===== config.mk =====
export PLATFORM = sky130hd
export DESIGN_NAME = serial_addsub
export DESIGN_NICKNAME = d
export VERILOG_FILES = /design/src/rtl/serial_addsub_pkg.sv /design/src/rtl/serial_addsub_fulladder_cell.sv /design/src/rtl/serial_addsub.sv
export SDC_FILE = /design/constraint.sdc
export NUM_CORES = 1
export LEC_CHECK = 0
export CAP_MARGIN = 0
export CORE_MARGIN = 2
export CORE_UTILIZATION = 32
export DETAILED_ROUTE_END_ITERATION = 6
export GPL_ROUTABILITY_DRIVEN = 0
export SLEW_MARGIN = 25
export SYNTH_ARGS = -nofsm -noshare
export SYNTH_HDL_FRONTEND = slang
export SYNTH_SLANG_ARGS = --single-unit

===== constraint.sdc =====
create_clock -name in_clk -period 2.2 [get_ports in_clk]
set_clock_uncertainty 0.05 [all_clocks]
set_input_delay 0.44 -clock in_clk [delete_from_list [all_inputs] [get_ports in_clk]]
set_output_delay 0.44 -clock in_clk [all_outputs]
set_load 0.03 [all_outputs]

===== src/rtl/serial_addsub_pkg.sv =====
// Shared constants for the bit-serial adder/subtractor: FSM state encoding and mode values.
package serial_addsub_pkg;

  localparam int unsigned STATE_W = 2;

  localparam logic [STATE_W-1:0] ST_IDLE = 2'd0;
  localparam logic [STATE_W-1:0] ST_RUN  = 2'd1;
  localparam logic [STATE_W-1:0] ST_DONE = 2'd2;

  localparam logic MODE_ADD = 1'b0;
  localparam logic MODE_SUB = 1'b1;

endpackage


===== src/rtl/serial_addsub_fulladder_cell.sv =====
// Single-bit full adder; the only arithmetic cell of the serial adder/subtractor.
module fulladder_cell (
  input  logic in_a,
  input  logic in_b,
  input  logic in_ci,
  output logic out_co,
  output logic out_s
);

  logic half_s;

  assign half_s = in_a ^ in_b;
  assign out_s  = half_s ^ in_ci;
  assign out_co = (in_a & in_b) | (in_ci & half_s);

endmodule


===== src/rtl/serial_addsub.sv =====
// Bit-serial two's complement adder/subtractor, LSB first, one bit per clock.
// Subtraction is A + ~B + 1: B is inverted at load and the carry starts at 1.
module serial_addsub
  import serial_addsub_pkg::*;
#(
  parameter int unsigned WIDTH = 8
) (
  input  logic             in_clk,
  input  logic             in_rst,
  input  logic             in_start,
  input  logic             in_mode,
  input  logic [WIDTH-1:0] in_a,
  input  logic [WIDTH-1:0] in_b,
  output logic [WIDTH-1:0] out_result,
  output logic             out_carry,
  output logic             out_ovf,
  output logic             out_busy,
  output logic             out_done
);

  localparam int unsigned       CNT_W    = $clog2(WIDTH);
  localparam logic [CNT_W-1:0] CNT_LAST = CNT_W'(WIDTH - 1);

  logic [STATE_W-1:0] state_q;
  logic [STATE_W-1:0] state_d;

  logic             load_c;
  logic             step_c;
  logic             last_c;

  logic [WIDTH-1:0] a_q;
  logic [WIDTH-1:0] b_q;
  logic             carry_q;
  logic [CNT_W-1:0] cnt_q;

  logic             fa_co;
  logic             fa_s;

  fulladder_cell u_fa (
    .in_a   (a_q[0]),
    .in_b   (b_q[0]),
    .in_ci  (carry_q),
    .out_co (fa_co),
    .out_s  (fa_s)
  );

  // State register
  always_ff @(posedge in_clk) begin
    if (in_rst) state_q <= ST_IDLE;
    else        state_q <= state_d;
  end

  // Next-state logic
  always_comb begin
    state_d = state_q;
    case (state_q)
      ST_IDLE: if (in_start) state_d = ST_RUN;
      ST_RUN:  if (cnt_q == CNT_LAST) state_d = ST_DONE;
      ST_DONE: state_d = in_start ? ST_RUN : ST_IDLE;
      default: state_d = ST_IDLE;
    endcase
  end

  // Control decode
  always_comb begin
    load_c = 1'b0;
    step_c = 1'b0;
    last_c = 1'b0;
    if ((state_q == ST_IDLE || state_q == ST_DONE) && in_start) load_c = 1'b1;
    if (state_q == ST_RUN) begin
      step_c = 1'b1;
      last_c = (cnt_q == CNT_LAST);
    end
  end

  // Operand/result shift registers, carry, counter and output flags
  always_ff @(posedge in_clk) begin
    if (in_rst) begin
      a_q        <= '0;
      b_q        <= '0;
      carry_q    <= 1'b0;
      cnt_q      <= '0;
      out_result <= '0;
      out_carry  <= 1'b0;
      out_ovf    <= 1'b0;
      out_busy   <= 1'b0;
      out_done   <= 1'b0;
    end else begin
      out_busy <= (state_d == ST_RUN);
      out_done <= last_c;
      if (load_c) begin
        a_q        <= in_a;
        b_q        <= (in_mode == MODE_SUB) ? ~in_b : in_b;
        carry_q    <= (in_mode != MODE_ADD);
        cnt_q      <= '0;
        out_result <= '0;
        out_carry  <= 1'b0;
        out_ovf    <= 1'b0;
      end else if (step_c) begin
        a_q        <= {1'b0, a_q[WIDTH-1:1]};
        b_q        <= {1'b0, b_q[WIDTH-1:1]};
        carry_q    <= fa_co;
        cnt_q      <= cnt_q + CNT_W'(1);
        out_result <= {fa_s, out_result[WIDTH-1:1]};
        // carry_q is the carry into the MSB on the last bit-cycle
        if (last_c) begin
          out_carry <= fa_co;
          out_ovf   <= carry_q ^ fa_co;
        end
      end
    end
  end

endmodule

Figure 1. M1 wires (run 1).
Supply wires on this layer in gray.
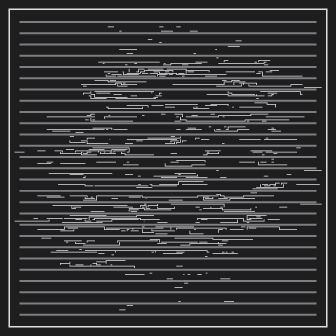
nets with wire on the layer: 182
share of all routed wire: 50%
main direction: horizontal
Routed WL: 3040 µm
met1 track demand over resource: 14.3%
routed via count: 1165

Figure 2. Signal wires on met2 (run 1).
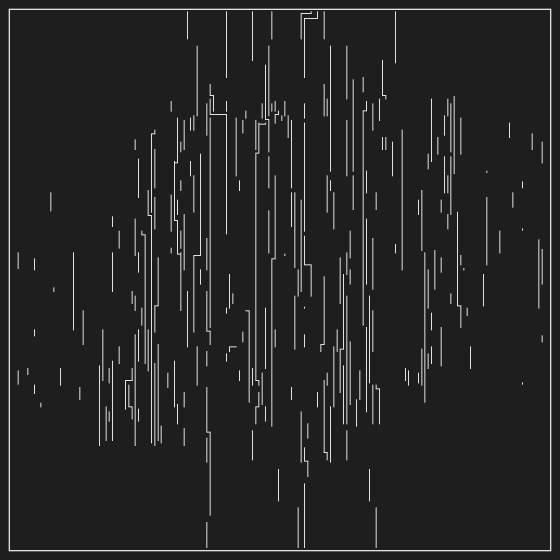
longest straight run: 32.1 µm
main direction: vertical
wire length on this layer: 1380 µm
share of all routed wire: 45%
met2 Usage GRT: 18.4%

Figure 3. Signal wires on met3 (run 1).
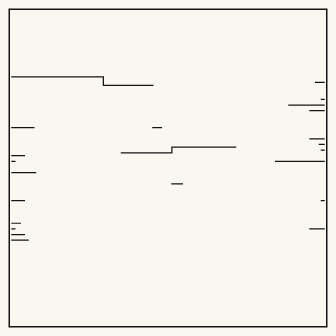
main direction: horizontal
nets with wire on the layer: 21

## run 1: final cells by class
cell class              count  area (µm²)  area share, %
clock inverters             1        5.00          0.243
flip-flops and latches     34         681           33.1
multi-input cells         111         845           41.1
well taps                  70        87.6           4.26
repair buffers             35         353           17.2
clock buffers               7        86.3           4.20
## run 1: worst reg2reg max path, stage by stage (launching register included)
cell and delay [ns]:
dfxtp_1 0.36, fa_1 0.50, xor2_1 0.16, nand3_1 0.11, a21oi_2 0.15
## run 1: where the power goes
part / leakage (nW) / switching, W / internal, W
logic: 0.354 / 0.000127 / 0.000108
registers: 0.278 / 0.0000236 / 0.000649
clock network: 0.0482 / 0.000218 / 0.000252
total: 0.680 / 0.000369 / 0.00101
==> flow_metrics.rpt, run 1 <==
RUN METRICS
----------------------------------------------------
[Clocking]
  Clock latency on the worst-skew pair ........................ 0.28 ns
  Number of instances resized during post-cts repair ........................ 0
  CTS root buffer ........................ clkbuf_8
  Buffers inserted by post-CTS timing repair ........................ 0
  Clock tree from TritonCTS ........................ yes

[Finish]
  Final cell utilization of the core ........................ around 41%
  Fraction of final layout cells sized beyond drive strength 1 ........................ 33.5%
  Top logic cell by instance count in the layout ........................ dfxtp_1
  Most common logic cells in the final layout ........................ dfxtp_1 (34), clkdlybuf4s50_1 (31), a21oi_2 (20), nand2_1 (14), nor3_1 (10)
  Layout Cell Area excl Fill ........................ roughly 0.002 mm²

[Logic synthesis]
  Multiplexer share of the synthesized area ........................ 0.598%
  Xor and xnor area share after synthesis ........................ roughly 5.2%
  Yosys top cell by area ........................ dfxtp_1
  Ao+oa area frac ........................ 19.5%
  Post-synthesis share of cell area spent on full adders, half adders and majority gates ........................ between 2 and 3%
  Count of library flops with an enable pin ........................ 0
  Synth top area cells ........................ dfxtp_1 (41%), a21oi_2 (10%), a22oi_2 (5.2%)
  Most numerous cell types in the synthesized netlist ........................ dfxtp_1 (34), a21oi_2 (20), nand2_1 (14)

[Drt]
  Detail-routed via count per cell ........................ 4.52
  Routed length on met2 ........................ 1380 µm
  Count of unresolved DRC violations after routing ........................ 0
  Final routed wire length divided by cell count ........................ 11.8 µm

[Place]
  Post-detailed-placement cell area ........................ 0.00197 mm²
  Estimated wirelength of the detail-placed design ........................ around 2000 µm

[Worst hold path]
  Worst hold path startpoint ........................ out_result[0]
  Class of the tightest hold or removal check ........................ reg -> reg

[Power and ir drop]
  LEAKAGE ........................ 0.680 nW

[Timing]
  Setup repair after global routing missed its margin ........................ no
  Worst slew pin tran ........................ just under 0.5 ns
  Final Max-Slew Violation Tally ........................ 0
  Relative slew slack ........................ 67.4%
  Worst hold slack across all endpoints ........................ 0.405 ns
  Cycle use final ........................ 83.2%

[Global route]
  Number of antenna violations at the first check in global routing ........................ 0
  Largest net degree at the start of global routing ........................ 30

[Run status]
  Run status ........................ completed

[Floorplan]
  Count of pins on the block boundary ........................ 32
  DIE WIDTH ........................ 76.3 µm
  Vert. Die Dim ........................ 76.3 µm
  Die Footprint ........................ 0.00583 mm²

[Worst setup path]
  Start of the worst register-to-register path ........................ carry_q
  Required time of the critical path ........................ 1.71 ns
  Crit-path slowest cell ........................ clkdlybuf4s50_1
  Maximum net fanout on the critical path ........................ 3

[Flow run]
  OpenROAD warning count ........................ 26

----------------------------------------------------
Figure 4. Wire density map (run 1).
Scale bar: 20 µm. The die is cut into 15 by 15 equal tiles; dark purple is low, yellow is high, scaled to the fullest tile. Values are wire area over tile area, all layers added.
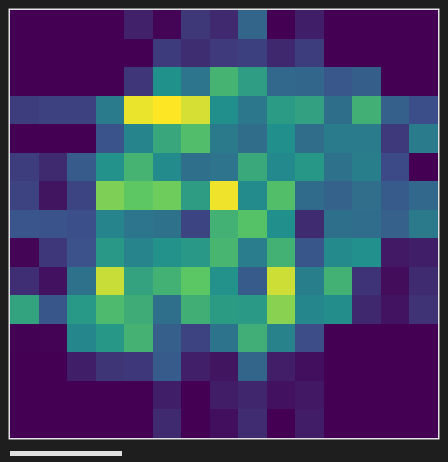

==> inputs of run 2 (changes only) <==
clock period = 1.6 ns   (was 2.2 ns; I/O delays follow)
Figure 5. Wire density map (run 2).
Scale bar: 20 µm. The die is cut into 15 by 15 equal tiles; dark purple is low, yellow is high, scaled to the fullest tile. Values are wire area over tile area, all layers added.
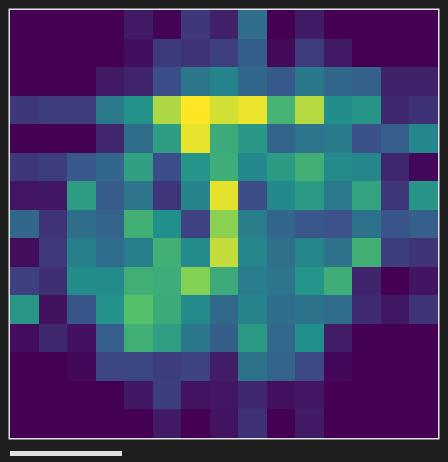
densest ninth of the die: center
nearly empty tiles: 23%
fullest tile: 0.33

==> flow_metrics.rpt, run 2 <==
RUN METRICS
----------------------------------------------------
[Logic synthesis]
  Count of library flops with an enable pin ........................ 0 (unchanged)
  Most numerous cell types in the synthesized netlist ........................ dfxtp_1 (34), a21oi_2 (20), nand2_1 (14)
  Synth top area cells ........................ dfxtp_1 (41%), a21oi_2 (10%), a22oi_2 (5.2%)
  Post-synthesis share of cell area spent on full adders, half adders and majority gates ........................ 2.69% (unchanged)
  Multiplexer share of the synthesized area ........................ 0.598% (unchanged)
  Ao+oa area frac ........................ 19.5% (unchanged)
  Yosys top cell by area ........................ dfxtp_1

[Power and ir drop]
  Internal power consumption ........................ 0.00141 W (+40%)
  Switching part of the total ........................ 27.1% (+0.38 points)
  Share of total power in combinational logic ........................ 18.2% (+1.2 points)
  Power in combinational cells ........................ 0.000351 W (+49%)
  Share of power burned in the clock network ........................ 34.0% (about the same)
  LEAKAGE ........................ 0.771 nW (+13%)
  Power in the clock group ........................ 0.000657 W (+39%)
  Switching power ........................ 0.000525 W (+42%)

[Finish]
  Top logic cell by instance count in the layout ........................ dfxtp_1
  Layout Cell Area excl Fill ........................ 0.00211 mm² (+2.6%)
  NonClk Buf Share ........................ 19.2% (+2.1 points)
  Clock tree buffer count of the final layout ........................ 7 (unchanged)
  Non-clock inverters ........................ 0 (unchanged)
  Comb/total area ........................ 40.0% (-1.0 points)
  Dominant kind of cell ........................ multi-input combinational cells
  Most common logic cells in the final layout ........................ dfxtp_1 (34), a21oi_2 (20), clkdlybuf4s50_1 (19), nand2_1 (14), dlygate4sd2_1 (12)
  Final sequential cell count ........................ 34 (unchanged)
  Fraction of area in clock buffers and inverters ........................ 4.33% (-0.11 points)
  Fraction of final layout cells sized beyond drive strength 1 ........................ 34.9% (+1.4 points)
  Final cell utilization of the core ........................ 41.6% (+1.0 points)
  MI comb cells ........................ 111 (unchanged)

[Drt]
  Count of unresolved DRC violations after routing ........................ 0 (unchanged)
  Routed via count ........................ 1204 (+3.3%)
  Detail-routed via count per cell ........................ 4.60 (+1.8%)
  Final routed wire length divided by cell count ........................ 12.2 µm (+3.2%)
  Routed WL ........................ 3190 µm (+4.8%)

[Floorplan]
  Number of tapcells ........................ 70 (unchanged)
  Die Footprint ........................ 0.00583 mm² (unchanged)
  Vert. Die Dim ........................ 76.3 µm (unchanged)
  DIE WIDTH ........................ 76.3 µm (unchanged)

[Global route]
  Number of antenna violations at the first check in global routing ........................ 0 (unchanged)
  Met1 track demand over resource ........................ 15.8% (+1.5 points)
  Met2 Usage GRT ........................ 18.4% (unchanged)

[Timing]
  Cycle use final ........................ 90.1%
  Setup repair after global routing missed its margin ........................ no
  Final Max-Slew Violation Tally ........................ 0 (unchanged)

[Place]
  Post-detailed-placement cell area ........................ 0.00203 mm² (+3.4%)

[Flow run]
  OpenROAD warning count ........................ 26 (unchanged)

[Worst hold path]
  Class of the tightest hold or removal check ........................ reg -> reg
  Worst hold path startpoint ........................ out_result[0]

[Worst setup path]
  Maximum net fanout on the critical path ........................ 3 (unchanged)
  Start of the worst register-to-register path ........................ carry_q

[Clocking]
  Clock tree from TritonCTS ........................ yes

[Run status]
  Run status ........................ completed

----------------------------------------------------
## run 2: logic make-up after synthesis
| kind of cell | after synthesis |
|---|---|
| xor+xnor | 10 |
| buf+inv | 14 |
| flops | 34 |
| simple gates | 60 |
| mux | 1 |
| compound gates | 37 |
| fa+ha+maj | 3 |
## run 2: worst max-delay path by stage
stage          slack, ns     startpoint  cells past startpoint             to
2_1_floorplan       0.33        carry_q                      4        out_ovf
3_5_place_dp       -0.01       in_start                      5         a_q[7]
6_report            0.16  out_result[2]                      1  out_result[2]
3_3_place_gp       0.003       in_start                      5         a_q[7]
4_1_cts             0.14  out_result[2]                      1  out_result[2]
5_1_grt             0.11  out_result[2]                      1  out_result[2]
## run 2: what timing repair did
item                                    in CTS  in global routing
hold endpoints to repair                     0                  0
setup buffers                                0                  0
resized                                     12                  0
endpoints found under the setup margin      12                  0
Power is estimated from default activity; no workload was simulated.
